Figure 1. Power grid (run 1).
Pins as bars on the die edge.
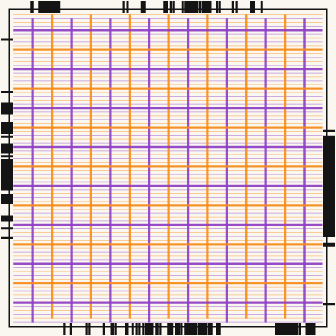
Figure 2. Placement by cell class (run 1).
The bar under the picture is 50 µm long.
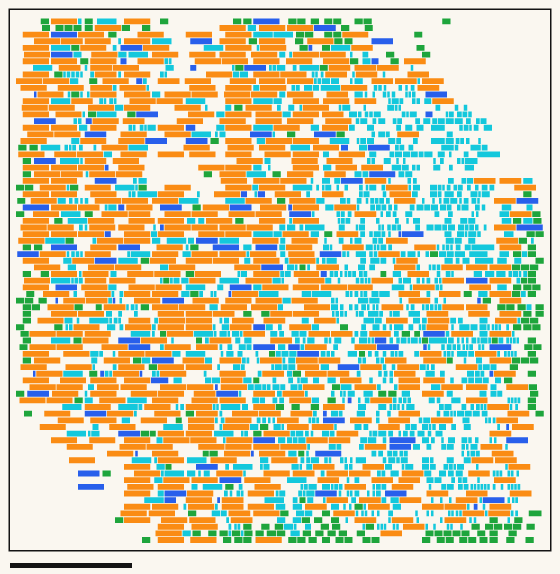
Figure 3. Clock network drawn from the DEF (run 1).
The bar under the picture is 50 µm long.
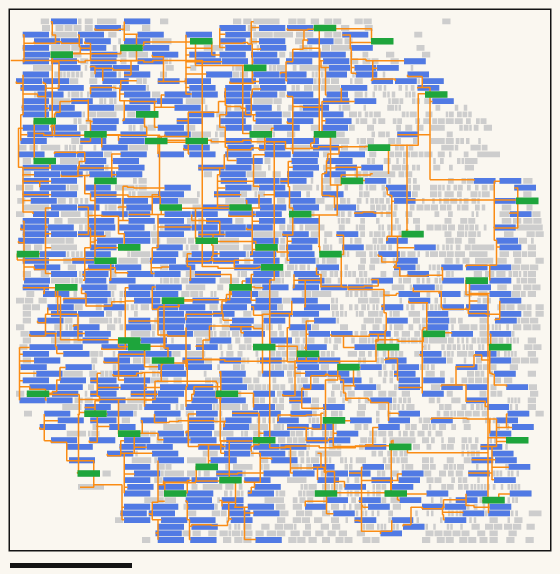
Figure 4. Wiring by layer (run 1).
Two of the layers only.
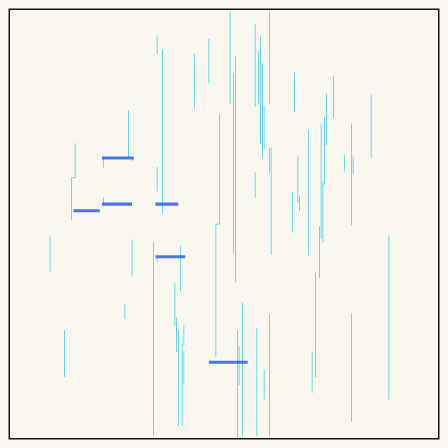
==> src/rtl/pkt_tx_generator_pkg.sv <==
// Shared definitions for the packet transmit generator: FSM encoding, IOQ
// control bytes, module-header layout and the final-word ctrl helper.
package pkt_tx_generator_pkg;

  localparam int unsigned DWIDTH     = 64;
  localparam int unsigned CTRL_WIDTH = DWIDTH / 8;
  localparam int unsigned HDR_WORDS  = 6;
  localparam int unsigned MAX_LEN    = 2048;

  localparam logic [7:0] IOQ_CTRL  = 8'hFF;
  localparam logic [7:0] DATA_CTRL = 8'h00;

  // Bit offsets of the IOQ module-header fields (shared with headerparser).
  localparam int unsigned IOQ_DST_PORT_POS = 48;
  localparam int unsigned IOQ_WORD_LEN_POS = 32;
  localparam int unsigned IOQ_BYTE_LEN_POS = 0;

  // IOQ module-header word; field order matches the offsets above.
  typedef struct packed {
    logic [15:0] dst_port;
    logic [15:0] word_len;
    logic [15:0] rsvd;
    logic [15:0] byte_len;
  } ioq_hdr_t;

  typedef enum logic [2:0] {
    ST_IDLE    = 3'd0,
    ST_MOD_HDR = 3'd1,
    ST_HDR     = 3'd2,
    ST_PAYLOAD = 3'd3,
    ST_GAP     = 3'd4
  } tx_state_e;

  // Final-word ctrl: one-hot marking the last valid byte (v=8 -> 01, v=1 -> 80).
  function automatic logic [7:0] last_ctrl_f(input logic [3:0] valid_bytes);
    return 8'h01 << (4'd8 - valid_bytes);
  endfunction

endpackage

==> src/rtl/pkt_tx_generator_len_calc.sv <==
// Frame geometry from the latched byte length.
//  byte_len_i   frame byte length L
//  word_cnt_o   W = ceil(L/8)
//  last_ctrl_o  ctrl byte for the final frame word
//  byte_mask_o  data mask keeping only the valid bytes of the final word
module pkt_tx_generator_len_calc
  import pkt_tx_generator_pkg::*;
(
  input  logic [15:0] byte_len_i,
  output logic [15:0] word_cnt_o,
  output logic [7:0]  last_ctrl_o,
  output logic [63:0] byte_mask_o
);

  logic [3:0] last_valid;
  logic [5:0] mask_shamt;

  always_comb begin
    word_cnt_o  = 16'((17'(byte_len_i) + 17'd7) >> 3);
    last_valid  = (byte_len_i[2:0] == 3'd0) ? 4'd8 : {1'b0, byte_len_i[2:0]};
    last_ctrl_o = last_ctrl_f(last_valid);
    // Byte 0 sits in [63:56], so invalid tail bytes are the low-order ones.
    mask_shamt  = {3'(4'd8 - last_valid), 3'b000};
    byte_mask_o = {64{1'b1}} << mask_shamt;
  end

endmodule

==> src/rtl/pkt_tx_generator.sv <==
// On-chip packet source emitting IOQ module header, header template words and
// generated payload on a 64-bit data/ctrl/wr/rdy bus with backpressure.
//  i_clock/i_reset_n         clock, async active-low reset
//  hdr_wr_*                  header template write port (dropped while busy)
//  cfg_*                     run configuration, latched on accepted start
//  start/stop                run control pulses
//  out_data/out_ctrl/out_wr  packet word bus; out_rdy is downstream accept
//  busy/cfg_err/pkt_count    status
module pkt_tx_generator
  import pkt_tx_generator_pkg::*;
(
  input  logic                  i_clock,
  input  logic                  i_reset_n,
  input  logic                  hdr_wr_en,
  input  logic [2:0]            hdr_wr_addr,
  input  logic [DWIDTH-1:0]     hdr_wr_data,
  input  logic [15:0]           cfg_byte_len,
  input  logic [15:0]           cfg_num_pkts,
  input  logic [7:0]            cfg_gap,
  input  logic [15:0]           cfg_dst_port,
  input  logic                  start,
  input  logic                  stop,
  output logic [DWIDTH-1:0]     out_data,
  output logic [CTRL_WIDTH-1:0] out_ctrl,
  output logic                  out_wr,
  input  logic                  out_rdy,
  output logic                  busy,
  output logic                  cfg_err,
  output logic [31:0]           pkt_count
);

  tx_state_e   state_q, state_d;
  logic [15:0] widx_q, widx_d;
  logic [7:0]  gap_cnt_q, gap_cnt_d;
  logic [15:0] pkts_done_q, pkts_done_d;
  logic [15:0] len_q, len_d;
  logic [15:0] num_q, num_d;
  logic [7:0]  gap_q, gap_d;
  logic [15:0] dst_q, dst_d;
  logic        stop_seen_q, stop_seen_d;
  logic [63:0] out_data_q, out_data_d;
  logic [7:0]  out_ctrl_q, out_ctrl_d;
  logic        out_wr_q, out_wr_d;
  logic        busy_q, busy_d;
  logic        cfg_err_q, cfg_err_d;
  logic [31:0] pkt_count_q, pkt_count_d;

  logic [63:0] tmpl_q [HDR_WORDS];

  logic [15:0] word_cnt;
  logic [7:0]  last_ctrl;
  logic [63:0] byte_mask;
  logic [63:0] raw_word;
  logic        is_last;
  logic        pkt_done;
  logic        run_done;
  logic        len_bad;
  ioq_hdr_t    mod_hdr;

  pkt_tx_generator_len_calc u_len_calc (
    .byte_len_i  (len_q),
    .word_cnt_o  (word_cnt),
    .last_ctrl_o (last_ctrl),
    .byte_mask_o (byte_mask)
  );

  // Header template register file; contents are not reset.
  always_ff @(posedge i_clock) begin
    if (hdr_wr_en && !busy_q && (hdr_wr_addr < 3'(HDR_WORDS))) begin
      tmpl_q[hdr_wr_addr] <= hdr_wr_data;
    end
  end

  // Next-state and registered-output logic.
  always_comb begin
    state_d     = state_q;
    widx_d      = widx_q;
    gap_cnt_d   = gap_cnt_q;
    pkts_done_d = pkts_done_q;
    len_d       = len_q;
    num_d       = num_q;
    gap_d       = gap_q;
    dst_d       = dst_q;
    stop_seen_d = stop_seen_q;
    out_data_d  = out_data_q;
    out_ctrl_d  = out_ctrl_q;
    out_wr_d    = 1'b0;
    cfg_err_d   = 1'b0;
    pkt_count_d = pkt_count_q;
    raw_word    = '0;
    pkt_done    = 1'b0;
    is_last     = (widx_q == (word_cnt - 16'd1));
    len_bad     = (cfg_byte_len < 16'(HDR_WORDS * 8)) || (cfg_byte_len > 16'(MAX_LEN));
    run_done    = ((num_q != 16'd0) && ((pkts_done_q + 16'd1) == num_q)) ||
                  stop_seen_q || stop;
    mod_hdr     = '{dst_port: dst_q, word_len: word_cnt, rsvd: 16'h0000, byte_len: len_q};

    // A stop during a packet is remembered until the packet ends.
    if (state_q != ST_IDLE && stop) begin
      stop_seen_d = 1'b1;
    end

    case (state_q)
      ST_IDLE: begin
        if (start) begin
          if (len_bad) begin
            cfg_err_d = 1'b1;
          end else begin
            len_d       = cfg_byte_len;
            num_d       = cfg_num_pkts;
            gap_d       = cfg_gap;
            dst_d       = cfg_dst_port;
            pkts_done_d = '0;
            stop_seen_d = 1'b0;
            state_d     = ST_MOD_HDR;
          end
        end
      end
      ST_MOD_HDR: begin
        if (out_rdy) begin
          out_wr_d   = 1'b1;
          out_data_d = mod_hdr;
          out_ctrl_d = IOQ_CTRL;
          widx_d     = '0;
          state_d    = ST_HDR;
        end
      end
      ST_HDR, ST_PAYLOAD: begin
        if (out_rdy) begin
          out_wr_d = 1'b1;
          raw_word = (state_q == ST_HDR) ? tmpl_q[widx_q[2:0]] : {pkt_count_q, 32'(widx_q)};
          if (is_last) begin
            out_data_d = raw_word & byte_mask;
            out_ctrl_d = last_ctrl;
            pkt_done   = 1'b1;
          end else begin
            out_data_d = raw_word;
            out_ctrl_d = DATA_CTRL;
            widx_d     = widx_q + 16'd1;
            if (state_q == ST_HDR && widx_q == 16'(HDR_WORDS - 1)) begin
              state_d = ST_PAYLOAD;
            end
          end
        end
      end
      ST_GAP: begin
        if (stop || stop_seen_q) begin
          state_d = ST_IDLE;
        end else if (gap_cnt_q <= 8'd1) begin
          state_d = ST_MOD_HDR;
        end else begin
          gap_cnt_d = gap_cnt_q - 8'd1;
        end
      end
      default: state_d = ST_IDLE;
    endcase

    // End of frame: count it and pick gap, next packet or end of run.
    if (pkt_done) begin
      pkt_count_d = pkt_count_q + 32'd1;
      pkts_done_d = pkts_done_q + 16'd1;
      if (run_done) begin
        state_d = ST_IDLE;
      end else if (gap_q == 8'd0) begin
        state_d = ST_MOD_HDR;
      end else begin
        gap_cnt_d = gap_q;
        state_d   = ST_GAP;
      end
    end

    busy_d = (state_d != ST_IDLE);
  end

  // State and output registers.
  always_ff @(posedge i_clock or negedge i_reset_n) begin
    if (!i_reset_n) begin
      state_q     <= ST_IDLE;
      widx_q      <= '0;
      gap_cnt_q   <= '0;
      pkts_done_q <= '0;
      len_q       <= '0;
      num_q       <= '0;
      gap_q       <= '0;
      dst_q       <= '0;
      stop_seen_q <= 1'b0;
      out_data_q  <= '0;
      out_ctrl_q  <= '0;
      out_wr_q    <= 1'b0;
      busy_q      <= 1'b0;
      cfg_err_q   <= 1'b0;
      pkt_count_q <= '0;
    end else begin
      state_q     <= state_d;
      widx_q      <= widx_d;
      gap_cnt_q   <= gap_cnt_d;
      pkts_done_q <= pkts_done_d;
      len_q       <= len_d;
      num_q       <= num_d;
      gap_q       <= gap_d;
      dst_q       <= dst_d;
      stop_seen_q <= stop_seen_d;
      out_data_q  <= out_data_d;
      out_ctrl_q  <= out_ctrl_d;
      out_wr_q    <= out_wr_d;
      busy_q      <= busy_d;
      cfg_err_q   <= cfg_err_d;
      pkt_count_q <= pkt_count_d;
    end
  end

  assign out_data  = out_data_q;
  assign out_ctrl  = out_ctrl_q;
  assign out_wr    = out_wr_q;
  assign busy      = busy_q;
  assign cfg_err   = cfg_err_q;
  assign pkt_count = pkt_count_q;

endmodule

==> config.mk <==
export PLATFORM = sky130hd
export DESIGN_NAME = pkt_tx_generator
export DESIGN_NICKNAME = d
export VERILOG_FILES = /design/src/rtl/pkt_tx_generator_pkg.sv /design/src/rtl/pkt_tx_generator_len_calc.sv /design/src/rtl/pkt_tx_generator.sv
export SDC_FILE = /design/constraint.sdc
export NUM_CORES = 1
export LEC_CHECK = 0
export CAP_MARGIN = 20
export CORE_MARGIN = 2
export CORE_UTILIZATION = 55
export DETAILED_ROUTE_END_ITERATION = 10
export PLACE_DENSITY = 0.77
export SLEW_MARGIN = 25
export SYNTH_ARGS = -nofsm -noshare
export SYNTH_HDL_FRONTEND = slang
export SYNTH_SLANG_ARGS = --single-unit
==> constraint.sdc <==
create_clock -name i_clock -period 11.8 [get_ports i_clock]
set_input_delay 2.36 -clock i_clock [delete_from_list [all_inputs] [get_ports i_clock]]
set_output_delay 2.36 -clock i_clock [all_outputs]
set_load 0.01 [all_outputs]
==> impl_metrics.toml, run 1 <==
# flow metrics
[run_status]
outcome = "finished clean"

[clock_tree]
ctsHtreeMaxLevel = 2
cts_buffers = 58
clockBufferDepth = 3
cts_root_buf = "clkbuf_16"
cts_setup_buffers = 0
ctsResizeCount = 0
clkTransAtPathRegs_ns = 0.07
cts_hold_buffers = 0
cts_sinks = 591
cts_tree = "done"

[final_timing]
slew_violations = 0
rsz0062_at_grt = "false"
whs_ns = 0.472
fin_ws_ns = 6.25
finalSetupViolCount = 0
final_hold_viol_count = 0
fin_crit_sh_pct = 47.0
fmax_mhz = 180
slew_headroom_pct = 29.6
finalSetupTns_ns = 0
finalCriticalPeriod_ns = 5.55
worstMarginPinSlew_ns = 1.05

[setup_path]
path_buffers = 3
crit_chain = "clkdlybuf4s50_1 > and2_1 > nor2_4 > buf_4 > inv_1 > and4_1 > and4_1 > nand3_1 > or3_1 > a21oi_1"
start_kind = "input pin"
end_kind = "register"
required_ns = 12.32
critical-path-slowest-cell = "and2_1"
cp.arrival_ns = 6.07
cp_common_cell = "and4_1"
critPathTopFamily = "simple AND/OR/NAND/NOR gates"
slowest_delay_ns = 0.68
crit_type = "in2reg"
cp_max_fo = 60

[floorplan]
dieArea_um2 = 48800
ios = 236
placementRows = 79
fp_util_pct = 55.7

[synthesis]
ys_types = 82
avgSynthCellArea_um2 = 13.2
async_reset_ff_share_pct = 35.0
synth_nets = 2101
synth-edff-count = 384
synthAoiAreaFrac_pct = 8.89
yosysSeqAreaShare_pct = 64.6
ys_sh_xor_pct = 3.31
adder_share_pct = 0.580
topCombFamilyByArea = "simple AND/OR/NAND/NOR gates"
mux_area_share_pct = 9.01
syn_inst = 1960
ys_ff = 591
flop_cell = "edfxtp_1"
synth_area_um2 = 25900
synth-simple-area-share_pct = 11.3
ys_area_um2 = 25900
synth_warnings = 0
yosys-stat-cells = 1960

[cells_and_area]
layout.cells.most_common = "edfxtp_1"
area_growth_syn_to_layout_pct = 18.8
final_layout_top_logic_cells = "edfxtp_1 (384), nand2_1 (237), clkdlybuf4s50_1 (234)"
final_layout_size_suffix_gt1_share_pct = 11.0
fin_cells = 2802
nets = 2283

[drt]
first_pass_iters = 5
vias_per_cell = 6.18
wl_per_cell_um = 24.1
via_count = 17300
final_antenna_net_count = 0
drt-initial-drc-count = 2163
drcViolationCount = 0

[worst_hold_path]
holdCritPathClass = "reg2reg"

[power]
leakagePower_nw = 11.4
power.density_nw_per_um2 = 200

[grt]
grt_pass1_wl_um = 104000
grt.overflow.total = 0
antenna_found_initial = 10
grt_pass1_vias = 17300
grt_max_degree = 90

[place]
io_buffer_count = 235
place.gp.congestion = 0.915
dp.cells = 2689
dp_hpwl_um = 43000
place_ws_ns = 5.74

[flow_run]
warning_count = 32
cap_viol_max_count = 0
Notes on Figure 1 above:
Purple stands for VSS. Orange stands for VDD.
236 signal pins sit on the boundary. 80 met1 rails follow the rows.
peak supply drop: 208 µV
die height: 221 µm
Die W: 221 µm
core area: 46500 µm²

Notes on Figure 2 above:
Blue stands for clock drivers and dummy loads, cells 109, share of their area 6.8%. Cyan stands for all other logic, cells 1235, share of their area 29%. Green stands for other buffers and delay cells, cells 256, share of their area 8.4%. Orange stands for flip-flops, cells 591, share of their area 56%.
Post-Layout Inst Area: 30700 µm²
post-layout util: 66.1%

Notes on Figure 3 above:
Orange stands for clock wires, length 6620 µm. Blue stands for flip-flops, count 591. Green stands for cells driving clock nets, count 58.
There are 59 routed clock nets. Position of the flops: all over the die.
Clock power frac: 31.5%
Clock Power: 1.94 mW
clk_lat worst skew: 0.65 ns
Final Skew: 0.0573 ns

Notes on Figure 4 above:
Blue stands for met5, wire length 82.8 µm. Cyan stands for met4, wire length 2220 µm.
GRT Total Usage: 27.6%
final WL: 67500 µm

-- run 1: through the flow --
stage	power, mW	area, µm²
after floorplan	3.56	25900
after global placement	4.21	28700
after global routing	6.40	30700
after detailed placement	4.23	28700
final	6.15	30700
after CTS	6.17	30700
-- run 1: logic make-up after synthesis --
| group | after synthesis |
|---|---|
| adders and majority gates | 12 |
| and+or+nand+nor | 610 |
| DFF | 591 |
| muxes | 152 |
| xor gates and xnor gates | 96 |
| buffers and inverters | 152 |
| AOI/OAI and AO/OA | 347 |
-- run 1: path summary, 6_finish.rpt --
path | from | endpoint | slack, ns | cells after the start
hold / removal | dst_q[5] | dst_q[5] | 0.47 | 2
setup reg to reg | len_q[1] | pkt_count[19] | 6.33 | 12
hold reg to reg | dst_q[5] | dst_q[5] | 0.47 | 2
min in group asynchronous | i_reset_n | num_q[7] | 1.73 | 1
setup / recovery | out_rdy | widx_q[15] | 6.25 | 10
max in group asynchronous | i_reset_n | widx_q[2] | 8.58 | 2
-- run 1: cell usage after synthesis (8+ instances only) --
cell      count  area, µm²
buf_2        14       70.1
and3_1       31        194
nand4_1      29        181
xor2_1       31        272
dfrtp_1     207       5180
a221o_1      20        200
mux2i_1      73        731
nand3_1      38        190
a21oi_1     103        515
a211o_1       8       70.1
a22o_1        8       70.1
ha_1         12        150
nand2_1     237        890
or3_1        21        131
nor2b_1      10       62.6
inv_1        17       63.8
a211oi_1     45        338
or4_1         8       60.1
xnor2_1      63        552
nor4_1       12       75.1
mux4_2       63       1420
buf_1        22       82.6
mux2_2       16        180
a21o_1        8       60.1
nor2_1      128        480
nor3_1       44        220
o211ai_1     14        105
edfxtp_1    384      11500
and2_1       10       62.6
clkbuf_1     93        349
o21ai_0      93        465
and4_1       12        105
-- run 1: power breakdown --
| group | total, mW | switching [mW] | internal, mW | leakage, nW |
|---|---|---|---|---|
| Clock | 1.94 | 0.820 | 1.12 | 0.972 |
| Sequential | 2.60 | 0.251 | 2.35 | 6.16 |
| Combinational | 1.61 | 0.836 | 0.771 | 4.30 |
-- run 1: state kept, by name (all words and copies together) (netlist names), 3 cells and up --
signal / flops
len_q: 16
dst_q: 16
widx_q: 16
out_ctrl: 8
pkts_done_q: 16
num_q: 16
tmpl_q: 384
out_data: 64
gap_q: 8
pkt_count: 32
state_q: 3
gap_cnt_q: 8
-- run 1: worst register-to-register path: stages, from the launching register on --
cell,delay [ns]
dfrtp_1,0.56
o31ai_4,0.51
xor2_1,0.26
ha_1,0.44
or4b_2,0.62
nor3_1,0.26
o21ai_0,0.19
a211oi_1,0.25
nand4_1,0.31
nand4bb_1,0.55
nor3_2,0.96
nand4_1,0.24
xnor2_1,0.24
-- run 1: routing by layer --
metal	track usage [%]	wire length, µm	vias up
met4	9.85	2220	12
li1	-	-	7712
met1	38.1	27700	8775
met5	0	82	-
met3	6.94	5400	134
met2	43.0	32200	695
-- run 1: area by class of cell --
cell class / instances / area, µm²
Sequential cell: 591 / 16700
Fill cell: 3335 / 15700
Multi-Input combinational cell: 1217 / 8620
Timing Repair Buffer: 256 / 2520
Clock buffer: 69 / 1530
Tap cell: 607 / 759
Clock inverter: 40 / 500
Inverter: 18 / 67.6
Antenna cell: 4 / 10.0
==> inputs of run 2 (changes only) <==
Clock period 11.8 ns to 5.35 ns, I/O delays scaled along.
==> impl_metrics.toml, run 2 <==
# flow metrics
[final_timing]
finalSetupTns_ns = 0
worstMarginPinSlew_ns = 0.993
slew_violations = 0
whs_ns = 0.313
fin_crit_sh_pct = 91.5
rsz0062_at_grt = "false"
slew_headroom_pct = 33.8
finalCriticalPeriod_ns = 4.90

[floorplan]
ios = 236
die_h_um = 221
die_w_um = 221

[clock_tree]
cts_hold_buffers = 0
cts_tree = "done"
cts_buffers = 58
ctsResizeCount = 0
clockBufferDepth = 3
cts_setup_buffers = 0
cts_root_buf = "clkbuf_16"
ctsHtreeMaxLevel = 2

[power]
power.density_nw_per_um2 = 432
peakVddDrop_uv = 456
p_total_mw = 13.3
leakagePower_nw = 11.5

[setup_path]
ff2ff_setup_slack_ns = 0.45
start_kind = "register"
rr_endpoint = "pkts_done_q[13]"
crit_type = "reg2reg"
cp_max_fo = 29
r2r-start = "len_q[0]"
reg2reg_depth = 12
required_ns = 5.87
cp.arrival_ns = 5.42

[cells_and_area]
final_layout_top_logic_cells = "edfxtp_1 (384), nand2_1 (237), clkdlybuf4s50_1 (234)"
final_layout_size_suffix_gt1_share_pct = 10.9
regMostFlops = "tmpl_q"
n_fill_cell = 3339
largest_reg_flops = 384
comb_area_um2 = 8610

[flow_run]
cap_viol_max_count = 0

[synthesis]
topCellsByArea = "edfxtp_1 (45%), dfrtp_1 (20%), mux4_2 (5.5%)"
top_cell = "edfxtp_1"
async_reset_ff_share_pct = 35.0
synth_nets = 2101
top_area_cell = "edfxtp_1"
avgSynthCellArea_um2 = 13.2
yosysSeqAreaShare_pct = 64.6
synth_area_um2 = 25900
synth-edff-count = 384
flop_cell = "edfxtp_1"
ys_ff = 591

[drt]
final_antenna_net_count = 0
vias_per_cell = 6.18
drt-initial-drc-count = 1928
routed_wl_um = 68400

[place]
dp_hpwl_um = 44300
place.gp.congestion = 0.928
place_area_um2 = 28900

[grt]
grt.overflow.total = 0
grt_pass1_wl_um = 105000

[run_status]
outcome = "finished clean"
run 2: cell counts after synthesis:
Identical to the previous run, type by type.
run 2: cell families (layout without fill, tap and decap cells):
group,count (synthesis),count (layout),share of synthesized area [%]
simple gates,610,610,11.3
compound gates,347,347,8.89
flops,591,591,64.6
buf+inv,152,395,2.36
mux,152,152,9.01
other cells,0,1,0
fa+ha+maj,12,12,0.580
xor+xnor,96,96,3.31
run 2: per-stage QoR:
stage / instances / setup WS [ns]
after global routing: 2810 / 0.128
after global placement: 2701 / 0.666
after detailed placement: 2701 / 0.491
after floorplan: 1960 / 0.618
after CTS: 2808 / 0.488
final: 2811 / 0.454
run 2: worst max-delay path by stage:
stage | start | end | slack, ns
after floorplan | hdr_wr_addr[1] | tmpl_q[1][0] | 0.62
after global placement | len_q[0] | pkts_done_q[12] | 0.67
after detailed placement | len_q[0] | pkts_done_q[13] | 0.49
after CTS | len_q[0] | pkts_done_q[13] | 0.49
after global routing | len_q[0] | pkts_done_q[13] | 0.13
final | len_q[0] | pkts_done_q[13] | 0.45
run 2: critical path: stages, from the launching register on:
cell	delay (ns)
dfrtp_1	0.53
or3_1	0.50
xnor2_1	0.25
ha_1	0.42
or4b_2	0.62
nor3_1	0.18
o21ai_0	0.15
a211oi_1	0.27
nand4_1	0.24
nand4bb_1	0.47
or2_2	0.64
mux2_2	0.35
a21o_1	0.18
run 2: layout make-up:
class | count | area share, %
Antenna cell | 1 | 0.00813
Clock buffer | 73 | 5.03
Clock inverter | 34 | 1.02
Inverter | 18 | 0.220
Multi-Input combinational cell | 1217 | 28.0
Sequential cell | 591 | 54.3
Tap cell | 607 | 2.47
Timing Repair Buffer | 270 | 8.93
run 2: power breakdown:
group | total (mW) | internal [mW] | leakage (nW) | switching [mW]
registers | 5.63 | 5.19 | 6.16 | 0.439
clock network | 3.97 | 2.21 | 0.913 | 1.76
logic | 3.70 | 1.73 | 4.40 | 1.97
total | 13.3 | 9.13 | 11.5 | 4.17
run 2: per-layer routing:
metal  part of all wire [%]  GRT usage, %  wire length (µm)  vias up
met5                  0.058             0                40        -
met4                    3.2          10.0              2170        6
met1                     41          38.9             28100     8784
met2                     48          44.9             32900      725
met3                    7.6          5.05              5200      130
li1                       -             -                 -     7740
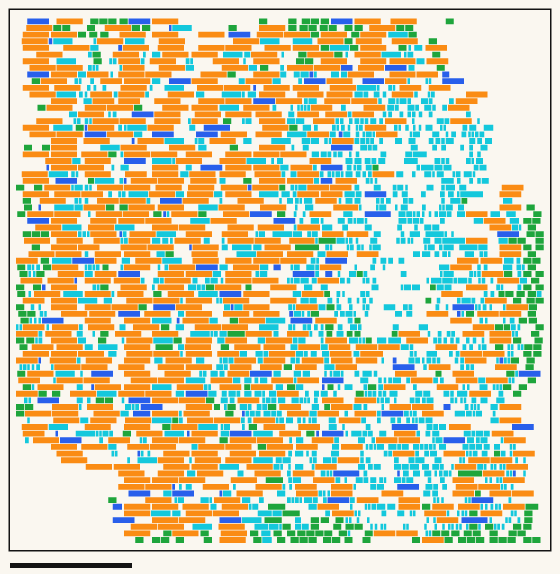
Figure 5: run 2, placement by cell class.
The bar under the picture is 50 µm long.
Orange stands for flip-flops, cells 591, share of their area 56%. Cyan stands for all other logic, cells 1235, share of their area 29%. Green stands for other buffers and delay cells, cells 270, share of their area 9.2%. Blue stands for clock drivers and dummy loads, cells 107, share of their area 6.2%.
num rows: 79
Seq/total area: 54.3%
post-layout util: 66.2%
Post-Layout Inst Area: 30800 µm²

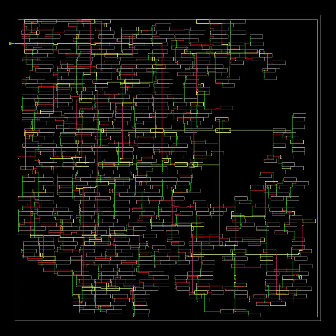
Figure 6: run 2, clock routing.
CLK BUF: 73
Final Skew: 0.0740 ns
clk_lat worst skew: 0.67 ns
clock sink total: 591

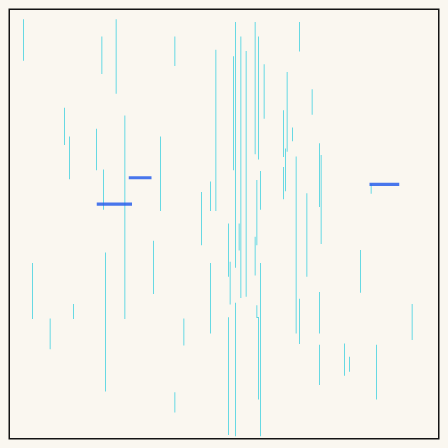
Figure 7: run 2, wiring by layer.
Two of the layers only.
Cyan stands for met4, wire length 2170 µm. Blue stands for met5, wire length 40.5 µm.
GRT Total Usage: 28.0%
DR vias: 17400
WL per Instance: 24.3 µm

==> inputs of run 3 (changes only) <==
Settings changed: CORE_ASPECT_RATIO set to 0.9, SETUP_SLACK_MARGIN set to 0.5.
==> impl_metrics.toml, run 3 <==
# flow metrics
[power]
seqPwrFrac_pct = 42.3
power_frac_comb_pct = 27.4
switching_share_pct = 31.4
p_switching_mw = 4.23
p_int_mw = 9.22
power.density_nw_per_um2 = 436
leakagePower_nw = 11.5
peakVddDrop_uv = 353

[final_timing]
fin_ws_ns = 0.735
finalSetupViolCount = 0
rsz0062_at_grt = "false"
final_hold_viol_count = 0
finalCriticalPeriod_ns = 4.62
slew_violations = 0
fmax_mhz = 217
finalSetupTns_ns = 0
worstMarginPinSlew_ns = 0.999
fin_crit_sh_pct = 86.3

[synthesis]
synth_top_area_share_pct = 44.6
ys_ff = 591
top_cell = "edfxtp_1"
yosys-stat-cells = 1960
synth_nets = 2101
synth_area_um2 = 25900
common_cells = "edfxtp_1 (384), nand2_1 (237), dfrtp_1 (207)"
avgSynthCellArea_um2 = 13.2
ys_area_um2 = 25900
topCellsByArea = "edfxtp_1 (45%), dfrtp_1 (20%), mux4_2 (5.5%)"
flop_cell = "edfxtp_1"
synth-edff-count = 384
syn_inst = 1960
yosysSeqAreaShare_pct = 64.6
synth_warnings = 0
async_reset_ff_share_pct = 35.0
top_area_cell = "edfxtp_1"

[drt]
final_antenna_net_count = 0
via_count = 17400
drt-initial-drc-count = 1936
routed_wl_um = 69500
first_pass_iters = 5
drcViolationCount = 0
wl_per_cell_um = 24.5
vias_per_cell = 6.14

[worst_hold_path]
holdCritPathClass = "in2async"

[cells_and_area]
regMostFlops = "tmpl_q"
layout.cells.most_common = "edfxtp_1"
final_layout_top_logic_cells = "edfxtp_1 (384), nand2_1 (236), clkdlybuf4s50_1 (234)"
nets = 2301
area_growth_syn_to_layout_pct = 19.2
n_fill_cell = 3299
final_layout_size_suffix_gt1_share_pct = 11.3
largest_reg_flops = 384

[flow_run]
cap_viol_max_count = 0
warning_count = 33

[clock_tree]
clockBufferDepth = 3
cts_hold_buffers = 0
cts_root_buf = "clkbuf_16"
cts_sinks = 591
cts_tree = "done"
ctsHtreeMaxLevel = 2
clkTransAtPathRegs_ns = 0.06

[setup_path]
r2r-start = "len_q[0]"
ff2ff_setup_slack_ns = 0.73
end_kind = "register"
crit_start = "len_q[0]"
cp.arrival_ns = 5.13
crit_type = "reg2reg"
required_ns = 5.87
cp_max_fo = 13

[floorplan]
core_area_um2 = 46500
placementRows = 75
dieArea_um2 = 48800
fp_util_pct = 55.6
die_w_um = 233
ios = 236
die_h_um = 210

[place]
dp_hpwl_um = 44300
place_ws_ns = 0.512
place.gp.congestion = 0.895
io_buffer_count = 235

[grt]
grt_max_degree = 126
grt.overflow.total = 0
grt_usage_pct = 28.9
grt_pass1_wl_um = 106000
grt_pass1_vias = 17400
antenna_found_initial = 7

[run_status]
outcome = "finished clean"
==> run 3: layer usage <==
metal / vias up / track usage [%] / routed length, µm
met5: - / 0 / 13
met4: 2 / 9.09 / 1880
met3: 111 / 5.90 / 5540
met2: 709 / 45.5 / 33200
met1: 8819 / 40.7 / 28900
li1: 7737 / - / -
==> run 3: critical path: stages (launching register included) <==
cell and delay, ns:
dfrtp_1 0.54, or3_1 0.49, xnor2_1 0.23, ha_2 0.27, or4b_2 0.59, nor3_1 0.19, o21ai_0 0.15, a211oi_1 0.23
nand4_1 0.24, or4b_4 0.68, or3_1 0.52, a221o_1 0.37
==> run 3: logic make-up (layout without fill, tap and decap cells) <==
kind of cell | count (synthesis) | count (layout) | synth area share, %
flip-flops | 591 | 591 | 64.6
AND-OR/OR-AND | 347 | 347 | 8.89
AND/OR/NAND/NOR | 610 | 610 | 11.3
XOR/XNOR | 96 | 96 | 3.31
other | 0 | 6 | 0
multiplexers | 152 | 152 | 9.01
adder cells (fa/ha/maj) | 12 | 12 | 0.580
buffers and inverters | 152 | 402 | 2.36
==> run 3: final cells by class <==
| type | count | area [µm²] | share of cell area (%) |
|---|---|---|---|
| timing repair buffer | 274 | 2730 | 8.84 |
| clock inverter | 28 | 303 | 0.982 |
| antenna | 6 | 15.0 | 0.0487 |
| sequential | 591 | 16700 | 54.2 |
| tap | 616 | 771 | 2.50 |
| clock buffer | 82 | 1610 | 5.22 |
| inverter | 18 | 67.6 | 0.219 |
| multi-input combinational | 1217 | 8630 | 28.0 |
==> run 3: metrics by stage <==
stage	utilization, %	power (mW)	cells	hold slack, ns	instance area [µm²]
after floorplan	-	7.84	1960	0.437	25900
after global placement	62.0	9.37	2711	0.453	28800
after detailed placement	62.0	9.41	2711	0.455	28800
after CTS	66.1	13.5	2821	0.470	30800
after global routing	66.2	14.0	2827	0.292	30800
final	66.3	13.5	2832	0.298	30800
==> run 3: power groups by stage <==
| stage | registers [mW] | clock network (mW) | logic, mW |
|---|---|---|---|
| 2_1_floorplan | 5.55 | 0 | 2.29 |
| 3_3_place_gp | 5.77 | 0 | 3.60 |
| 3_5_place_dp | 5.78 | 0 | 3.64 |
| 4_1_cts | 5.69 | 4.11 | 3.67 |
| 5_1_grt | 5.73 | 4.29 | 3.98 |
| 6_report | 5.70 | 4.07 | 3.69 |
==> run 3: final timing paths <==
check	endpoint	depth (start not counted)
max	out_data[39]	11
min	num_q[1]	1
max reg2reg	out_data[39]	11
min reg2reg	dst_q[4]	2
max in group asynchronous	out_data[1]	3
min in group i_clock	dst_q[4]	2
==> run 3: timing repair <==
action | in CTS | in global routing
buffers inserted | 0 | 4
gates resized | 1 | 2
pin swaps | 0 | 2
endpoints found under the setup margin | 3 | 69
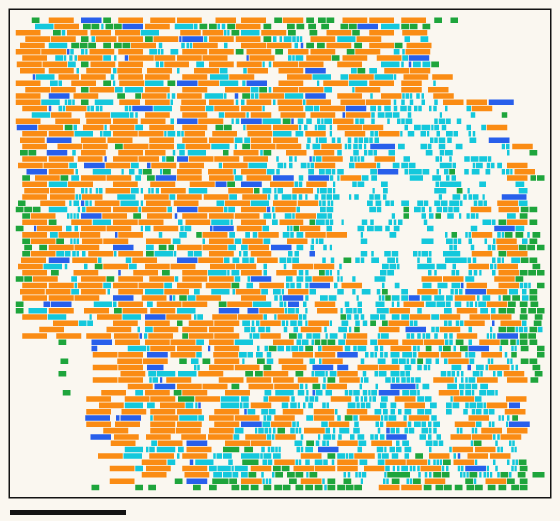
Figure 8: run 3, placement by cell class.
The bar under the picture is 50 µm long.
Green stands for other buffers and delay cells, cells 274, share of their area 9.1%. Blue stands for clock drivers and dummy loads, cells 110, share of their area 6.4%. Orange stands for flip-flops, cells 591, share of their area 56%. Cyan stands for all other logic, cells 1235, share of their area 29%.
post-layout util: 66.3%
Seq/total area: 54.2%

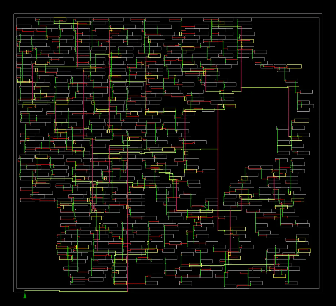
Figure 9: run 3, clock routing.
Final Skew: 0.0556 ns
flop count: 591
CTS Buf Count: 58
clk_lat worst skew: 0.66 ns

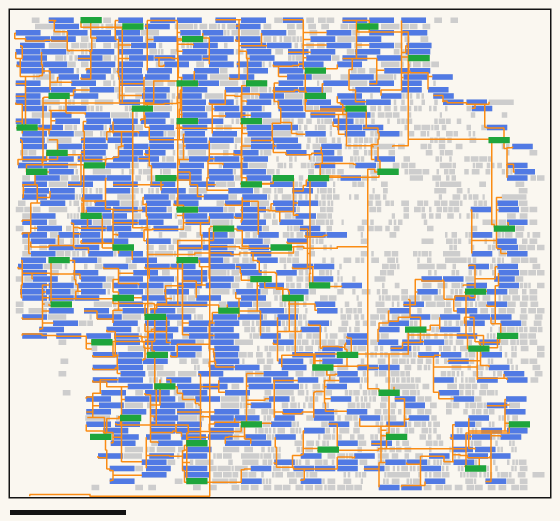
Figure 10: run 3, clock network drawn from the DEF.
The bar under the picture is 50 µm long.
Clock Power: 4.07 mW
Clock power frac: 30.3%

Power figures rest on the tool's default switching activity, not on a simulated workload.
